Fig. 1: placement by cell class
Scale: 1.5 px per µm. Fill, decap, tap and diode cells in gray.
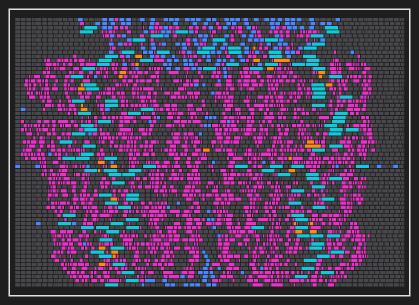
Fig. 2: I/O pins on the die edge
Scale: 1 px per µm. Pins as bars across the die edge, other pins in gray.
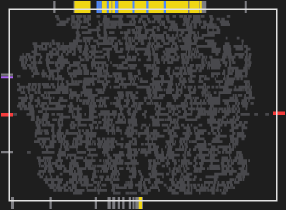
Fig. 3: clock routing
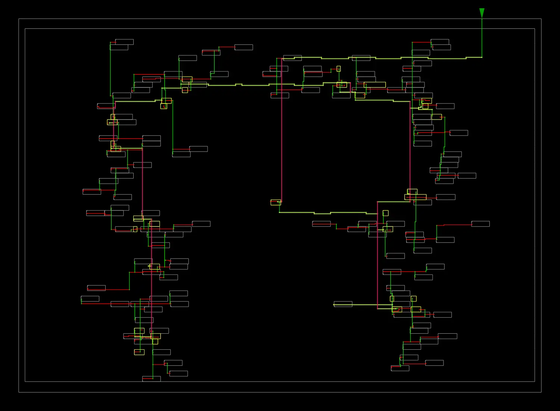
Fig. 4: met2 routing
Scale: 1.5 px per µm. Cells faint in the background.
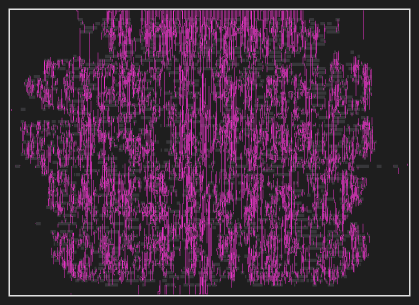
Fig. 5: routed clock nets over the placement
Scale: 2 px per µm.
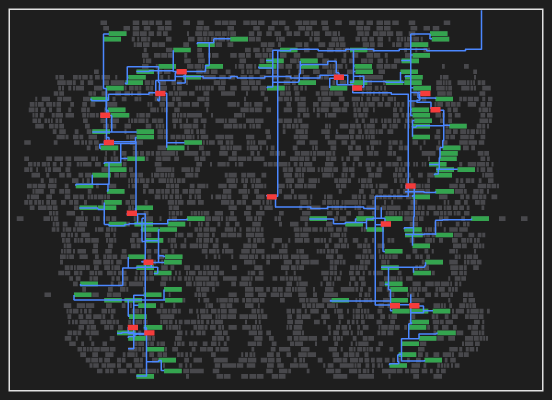
## src/rtl/vga_sprite_engine.sv

```systemverilog
`timescale 1ns/1ps
// -----------------------------------------------------------------------------
// vga_sprite_engine
//
// N-sprite pixel generator placed between the VGA timing counters and the RGB
// output stage. Each sprite is a SPR_W x SPR_H rectangle. The engine keeps a
// position and a direction per sprite and updates them once per frame. Sprites
// move either manually (buttons, wrapping at the screen edges) or autonomously
// (bouncing off the screen edges). For every pixel the engine produces a
// registered RGB value in which the lowest-numbered sprite wins where sprites
// overlap.
//
// Ports
//   clk          pixel clock
//   rst          asynchronous, active-high reset
//   h_counter    current pixel column
//   v_counter    current line
//   v_sync       vertical sync (clk domain); its rising edge marks a new frame
//   sel          per-sprite move enable
//   btn_l/r/u/d  level move requests, active-high
//   fast         1 = move STEP_FAST pixels per frame, 0 = STEP_SLOW
//   bounce_mode  0 = manual wrap mode, 1 = autonomous bounce mode
//   spr_color    sprite i colour {r,g,b} in bits [24i+23:24i]
//   red/green/blue  registered pixel colour
//   hit          registered per-sprite coverage of the current pixel
//   frame_tick   one-cycle pulse on the detected v_sync rising edge
// -----------------------------------------------------------------------------
module vga_sprite_engine #(
    parameter int          NUM_SPRITES = 4,
    parameter int          H_ACTIVE    = 1280,
    parameter int          V_ACTIVE    = 720,
    parameter int          SPR_W       = 64,
    parameter int          SPR_H       = 64,
    parameter int          STEP_SLOW   = 2,
    parameter int          STEP_FAST   = 6,
    parameter logic [23:0] BG_COLOR    = 24'h000000
) (
    input  logic                       clk,
    input  logic                       rst,
    input  logic [11:0]                h_counter,
    input  logic [11:0]                v_counter,
    input  logic                       v_sync,
    input  logic [NUM_SPRITES-1:0]     sel,
    input  logic                       btn_l,
    input  logic                       btn_r,
    input  logic                       btn_u,
    input  logic                       btn_d,
    input  logic                       fast,
    input  logic                       bounce_mode,
    input  logic [24*NUM_SPRITES-1:0]  spr_color,
    output logic [7:0]                 red,
    output logic [7:0]                 green,
    output logic [7:0]                 blue,
    output logic [NUM_SPRITES-1:0]     hit,
    output logic                       frame_tick
);

    // The initial layout places sprites along the diagonal, so they must all fit.
    if (NUM_SPRITES < 1 || NUM_SPRITES > 8) begin : g_bad_count
        $error("vga_sprite_engine: NUM_SPRITES must be in 1..8");
    end
    if (NUM_SPRITES * SPR_W > H_ACTIVE || NUM_SPRITES * SPR_H > V_ACTIVE) begin : g_bad_layout
        $error("vga_sprite_engine: initial sprite layout does not fit the active area");
    end

    // Largest legal top-left coordinate; candidates are 13-bit signed so that
    // a step below zero is visible as a negative value.
    localparam logic signed [12:0] XMAX_C      = 13'(H_ACTIVE - SPR_W);
    localparam logic signed [12:0] YMAX_C      = 13'(V_ACTIVE - SPR_H);
    localparam logic signed [12:0] STEP_SLOW_C = 13'(STEP_SLOW);
    localparam logic signed [12:0] STEP_FAST_C = 13'(STEP_FAST);
    localparam logic [12:0]        SPR_W_C     = 13'(SPR_W);
    localparam logic [12:0]        SPR_H_C     = 13'(SPR_H);
    localparam logic [12:0]        H_ACTIVE_C  = 13'(H_ACTIVE);
    localparam logic [12:0]        V_ACTIVE_C  = 13'(V_ACTIVE);

    // Bounce one axis: returns {dir_neg, pos}. Hitting an edge clamps the
    // position onto the edge and reverses the direction.
    function automatic logic [12:0] bounce_axis(
        input logic [11:0]        pos,
        input logic               neg,
        input logic signed [12:0] step,
        input logic signed [12:0] lim
    );
        logic signed [12:0] cand;
        logic [12:0]        res;
        cand = $signed({1'b0, pos}) + (neg ? -step : step);
        if (cand > lim) begin
            res = {1'b1, lim[11:0]};
        end else if (cand < 13'sd0) begin
            res = {1'b0, 12'd0};
        end else begin
            res = {neg, cand[11:0]};
        end
        return res;
    endfunction

    // Manual move of one axis: inc/dec pressed together cancel out, and
    // leaving the legal range wraps to the opposite edge.
    function automatic logic [11:0] manual_axis(
        input logic [11:0]        pos,
        input logic               inc,
        input logic               dec,
        input logic signed [12:0] step,
        input logic signed [12:0] lim
    );
        logic signed [12:0] cand;
        logic [11:0]        res;
        if (inc && !dec) begin
            cand = $signed({1'b0, pos}) + step;
        end else if (dec && !inc) begin
            cand = $signed({1'b0, pos}) - step;
        end else begin
            cand = $signed({1'b0, pos});
        end
        if (cand > lim) begin
            res = 12'd0;
        end else if (cand < 13'sd0) begin
            res = lim[11:0];
        end else begin
            res = cand[11:0];
        end
        return res;
    endfunction

    logic [11:0]             x_r         [NUM_SPRITES];
    logic [11:0]             y_r         [NUM_SPRITES];
    logic                    dir_x_neg_r [NUM_SPRITES];
    logic                    dir_y_neg_r [NUM_SPRITES];
    logic [11:0]             x_nxt_s     [NUM_SPRITES];
    logic [11:0]             y_nxt_s     [NUM_SPRITES];
    logic                    dir_x_nxt_s [NUM_SPRITES];
    logic                    dir_y_nxt_s [NUM_SPRITES];
    logic signed [12:0]      step_s;
    logic                    v_sync_d_r;
    logic [NUM_SPRITES-1:0]  in_s;
    logic [23:0]             rgb_s;

    // Frame edge detector: one-cycle tick on the v_sync rising edge.
    always_ff @(posedge clk or posedge rst) begin
        if (rst) begin
            v_sync_d_r <= 1'b0;
            frame_tick <= 1'b0;
        end else begin
            v_sync_d_r <= v_sync;
            frame_tick <= v_sync & ~v_sync_d_r;
        end
    end

    // Next sprite positions/directions, applied only in the frame_tick cycle.
    always_comb begin
        step_s = fast ? STEP_FAST_C : STEP_SLOW_C;
        for (int i = 0; i < NUM_SPRITES; i++) begin
            x_nxt_s[i]     = x_r[i];
            y_nxt_s[i]     = y_r[i];
            dir_x_nxt_s[i] = dir_x_neg_r[i];
            dir_y_nxt_s[i] = dir_y_neg_r[i];
            if (sel[i]) begin
                if (bounce_mode) begin
                    {dir_x_nxt_s[i], x_nxt_s[i]} =
                        bounce_axis(x_r[i], dir_x_neg_r[i], step_s, XMAX_C);
                    {dir_y_nxt_s[i], y_nxt_s[i]} =
                        bounce_axis(y_r[i], dir_y_neg_r[i], step_s, YMAX_C);
                end else begin
                    // Manual moves leave the bounce direction untouched so a
                    // later switch back to bounce resumes where it was.
                    x_nxt_s[i] = manual_axis(x_r[i], btn_r, btn_l, step_s, XMAX_C);
                    y_nxt_s[i] = manual_axis(y_r[i], btn_d, btn_u, step_s, YMAX_C);
                end
            end else begin
                x_nxt_s[i]     = x_r[i];
                y_nxt_s[i]     = y_r[i];
                dir_x_nxt_s[i] = dir_x_neg_r[i];
                dir_y_nxt_s[i] = dir_y_neg_r[i];
            end
        end
    end

    // Sprite state registers; reset lays the sprites out along the diagonal.
    always_ff @(posedge clk or posedge rst) begin
        if (rst) begin
            for (int i = 0; i < NUM_SPRITES; i++) begin
                x_r[i]         <= 12'(i * SPR_W);
                y_r[i]         <= 12'(i * SPR_H);
                dir_x_neg_r[i] <= 1'b0;
                dir_y_neg_r[i] <= 1'b0;
            end
        end else if (frame_tick) begin
            for (int i = 0; i < NUM_SPRITES; i++) begin
                x_r[i]         <= x_nxt_s[i];
                y_r[i]         <= y_nxt_s[i];
                dir_x_neg_r[i] <= dir_x_nxt_s[i];
                dir_y_neg_r[i] <= dir_y_nxt_s[i];
            end
        end
    end

    // Per-sprite coverage of the current pixel (left/top edges inclusive).
    always_comb begin
        in_s = '0;
        for (int i = 0; i < NUM_SPRITES; i++) begin
            in_s[i] = ({1'b0, h_counter} >= {1'b0, x_r[i]}) &&
                      ({1'b0, h_counter} <  ({1'b0, x_r[i]} + SPR_W_C)) &&
                      ({1'b0, v_counter} >= {1'b0, y_r[i]}) &&
                      ({1'b0, v_counter} <  ({1'b0, y_r[i]} + SPR_H_C));
        end
    end

    // Colour select: blank outside the active area, otherwise the lowest
    // covering sprite, otherwise background. Scanning downwards lets the
    // lowest index overwrite any higher one.
    always_comb begin
        rgb_s = BG_COLOR;
        if (({1'b0, h_counter} >= H_ACTIVE_C) || ({1'b0, v_counter} >= V_ACTIVE_C)) begin
            rgb_s = 24'h000000;
        end else begin
            for (int i = NUM_SPRITES - 1; i >= 0; i--) begin
                rgb_s = in_s[i] ? spr_color[24*i +: 24] : rgb_s;
            end
        end
    end

    // Output registers: one clock of latency from the pixel counters.
    always_ff @(posedge clk or posedge rst) begin
        if (rst) begin
            red   <= 8'd0;
            green <= 8'd0;
            blue  <= 8'd0;
            hit   <= '0;
        end else begin
            {red, green, blue} <= rgb_s;
            hit                <= in_s;
        end
    end

endmodule

```

## config.mk

```make
export PLATFORM = sky130hd
export DESIGN_NAME = vga_sprite_engine
export DESIGN_NICKNAME = d
export VERILOG_FILES = /design/src/rtl/vga_sprite_engine.sv
export SDC_FILE = /design/constraint.sdc
export NUM_CORES = 1
export LEC_CHECK = 0
export CAP_MARGIN = 20
export CORE_AREA = 3 3 263 187
export CTS_BUF_LIST = sky130_fd_sc_hd__clkbuf_2 sky130_fd_sc_hd__clkbuf_4 sky130_fd_sc_hd__clkbuf_8
export DETAILED_ROUTE_END_ITERATION = 16
export DIE_AREA = 0 0 266 190
export SYNTH_ARGS = -nofsm -noshare
export SYNTH_HDL_FRONTEND = slang
export SYNTH_SLANG_ARGS = --single-unit
```

## constraint.sdc

```tcl
create_clock -name clk -period 4.9 [get_ports clk]
set_input_delay 0.735 -clock clk [delete_from_list [all_inputs] [get_ports clk]]
set_output_delay 0.735 -clock clk [all_outputs]
set_load 0.01 [all_outputs]
```

==> run_results.csv <==
group,metric,value,unit
clock_network,post_cts_resize_count,0,
synth,async_reset_ff_share,100,%
finish,flop_area,3160,µm²
final_timing,hold_viol,0,
place,placed_cells,3052,
hold_path,min_to,"frame_tick",
place,place_hpwl,50100,µm
final_timing,setup_viol,0,
global_routing,grt-ovfl-total,0,
worst_setup_path,worstSetupPathDepth,12,
global_routing,grt_max_degree,53,
die,die-width,266,µm
synth,ys_area,18600,µm²
worst_setup_path,path_cells,"ha_1 > nand3_1 > xnor2_1 > ha_1 > o21ai_0 > or4_1 > a21o_1 > nand4_1 > nor2_1 > nor2_1 > buf_4 > a311oi_1",
finish,nets,2864,
worst_setup_path,cp_slowest_cell,"nor2_1",
synth,yosysWarningCount,0,
final_timing,finalClockPeriodUsage,84.0,%
finish,dominant_cells,"multi-input combinational cells",
drt,ant_nets,0,
final_timing,max_clock_freq,243,MHz
flow_run,maxCapViolCount,0,
clock_network,clock_path_buffers,2,
final_timing,setup-tns-final,0,ns
drt,via_per_inst,6.18,
worst_setup_path,critPathCapture,"blue[1]",
finish,num-multi-input-gates,1970,
drt,drc,0,
synth,flop_cell,"dfrtp_1",
clock_network,cts_tree,"built",
synth,synthCells,2319,
worst_setup_path,crit_type,"flip-flop to flip-flop",
clock_network,post-cts-setup-buffers,0,
place,post-place-ws,0.489,ns
die,dieArea,50500,µm²
finish,fin_util,46.0,%
finish,inverters_excl_clock,136,
worst_setup_path,crit_buf_inv,1,
drt,dr.pass1.iters,6,
finish,layout-drive-gt1-share,5.99,%
finish,lay_top_cells,"ha_1 (248), nor2_1 (168), clkdlybuf4s50_1 (158)",
synth,syn_area_per_cell,8.04,µm²
synth,top_cells_by_area,"ha_1 (17%), dfrtp_1 (16%), xnor2_1 (4.9%)",
worst_setup_path,start_kind,"flip-flop",
final_timing,skew,0.0153,ns
final_timing,slew-limit-headroom,37.1,%
worst_setup_path,ff2ff_path_depth,12,
power,pwr-share-clk,8.3,%
synth,ys.flops,126,
synth,synth_nets,2724,
power,p_sw,6.11,mW
global_routing,grt_pass1_wl,99500,µm
worst_setup_path,startpoint,"x_r[30]",
die,io-pin-count,162,
die,taps,612,
clock_network,ctsHoldBuffers,0,
worst_setup_path,cpPeakStageDelay,0.70,ns
finish,mostFrequentLayoutCell,"ha_1",
die,fp-utilization,40.0,%
synth,yosys.area.top_type,"ha_1",
hold_path,min_path_type,"flip-flop to flip-flop",
final_timing,worst_pin_slew,0.941,ns
synth,netlist_area,18600,µm²
place,numPortBuffers,159,
hold_path,min_from,"v_sync_d_r",
drt,wl_per_cell,20.4,µm
global_routing,grt_pass1_vias,17784,
synth,synth_cell_types,100,
final_timing,layout_min_cycle_time,4.11,ns
clock_network,clockRootBuffer,"clkbuf_8",
worst_setup_path,r2r_slack,0.79,ns
hold_path,hold_path_depth,1,
power,p_leak,8.81,nW
power,swShare,53.4,%
die,num_rows,66,
worst_setup_path,r2r-start,"x_r[30]",
finish,fillers,4633,
clock_network,h-tree-depth,4,
power,p_comb_share,72.3,%
finish,area_delta_synth_final,14.9,%
power,seq_power_share,19.4,%
drt,vias,19072,
worst_setup_path,setup.worst_path.end_class,"flip-flop",
global_routing,antenna_found_initial,2,
finish,comb-cell-share,68.2,%
place,place.gp.congestion,0.888,
synth,yosys_cells,2319,
synth,top_cell,"ha_1",
finish,signal_buffers,208,
power,peakVddDrop,0.322,mV
final_timing,worst_slack,0.786,ns
finish,sh_seq_area,14.8,%
synth,ys_seq_share,17.0,%
outcome,outcome,"finished clean",
About Fig. 1:
Blue shows remaining buffers and delay cells, cells 208. Cyan shows registers, cells 126. Magenta shows remaining logic cells, cells 2106. Orange shows clock drivers and dummy loads, cells 32.

About Fig. 2:
Purple shows bounce_mode, pins 1, direction input, edge left. Blue shows blue, pins 8, direction output, edge top. Yellow shows spr_color, pins 96, direction input, edge 94 top, 2 bottom. Red shows sel, pins 4, direction input, edge 2 right, 2 left.
All pins by edge: 136 top, 19 bottom, 5 left, 2 right.

About Fig. 3:
Num Clock Sinks: 126
cts bufs inserted: 17
Seq cells: 126
CLK BUF: 21
Late-Pin Clk Latency: 0.52 ns

About Fig. 4:
2392 nets have wire on it. The layer holds 41% of the routed length. The longest straight run is 79.2 µm. The layer carries 25.8 mm of wire.

About Fig. 5:
Red shows clock-net drivers, count 17. Green shows flip-flops, count 126. Blue shows clock wires, length 2170 µm.
There are 18 routed clock nets.

stage by stage:
step | power (mW) | hold slack [ns] | cell area (µm²)
after floorplan | 8.24 | 0.378 | 18600
after global placement | 10.1 | 0.387 | 21000
after detailed placement | 10.3 | 0.392 | 21000
after CTS | 11.3 | 0.401 | 21400
after global routing | 12.6 | 0.419 | 21400
final | 11.5 | 0.398 | 21400
per-layer routing:
layer	global-route usage (%)	share of wire [%]
met5	0	0
met4	6.49	1.9
met3	3.59	6.1
met2	34.4	41
met1	38.1	51
worst register-to-register path: cells and delay by family (launching register included):
family | cells | cell delay, ns
and+or+nand+nor | 5 | 1.81
DFF | 1 | 0.64
adders and majority gates | 2 | 0.54
AOI/OAI and AO/OA | 3 | 0.46
buffers and inverters | 1 | 0.34
xor gates and xnor gates | 1 | 0.19
registers in the layout (all words and copies together), names as in the netlist:
name,cells
x_r,44
y_r,44
blue,8
green,8
red,8
dir_x_neg_r,4
dir_y_neg_r,4
hit,4
frame_tick,1
v_sync_d_r,1
cells by family after synthesis:
| group | Yosys count | share of synthesized area [%] |
|---|---|---|
| multiplexers | 12 | 0.799 |
| adder cells (fa/ha/maj) | 272 | 19.2 |
| flip-flops | 126 | 17.0 |
| AND-OR/OR-AND | 782 | 30.0 |
| AND/OR/NAND/NOR | 771 | 22.0 |
| buffers and inverters | 223 | 4.74 |
| XOR/XNOR | 133 | 6.33 |
power by group through the flow:
stage          registers, mW  logic (mW)  clock network (mW)
2_1_floorplan           1.73        6.51                   0
3_3_place_gp            2.19        7.87                   0
3_5_place_dp            2.21        8.11                   0
4_1_cts                 2.18        8.17               0.970
5_1_grt                 2.30        9.27                1.02
6_report                2.22        8.28               0.947
Power and IR drop assume default switching activity.
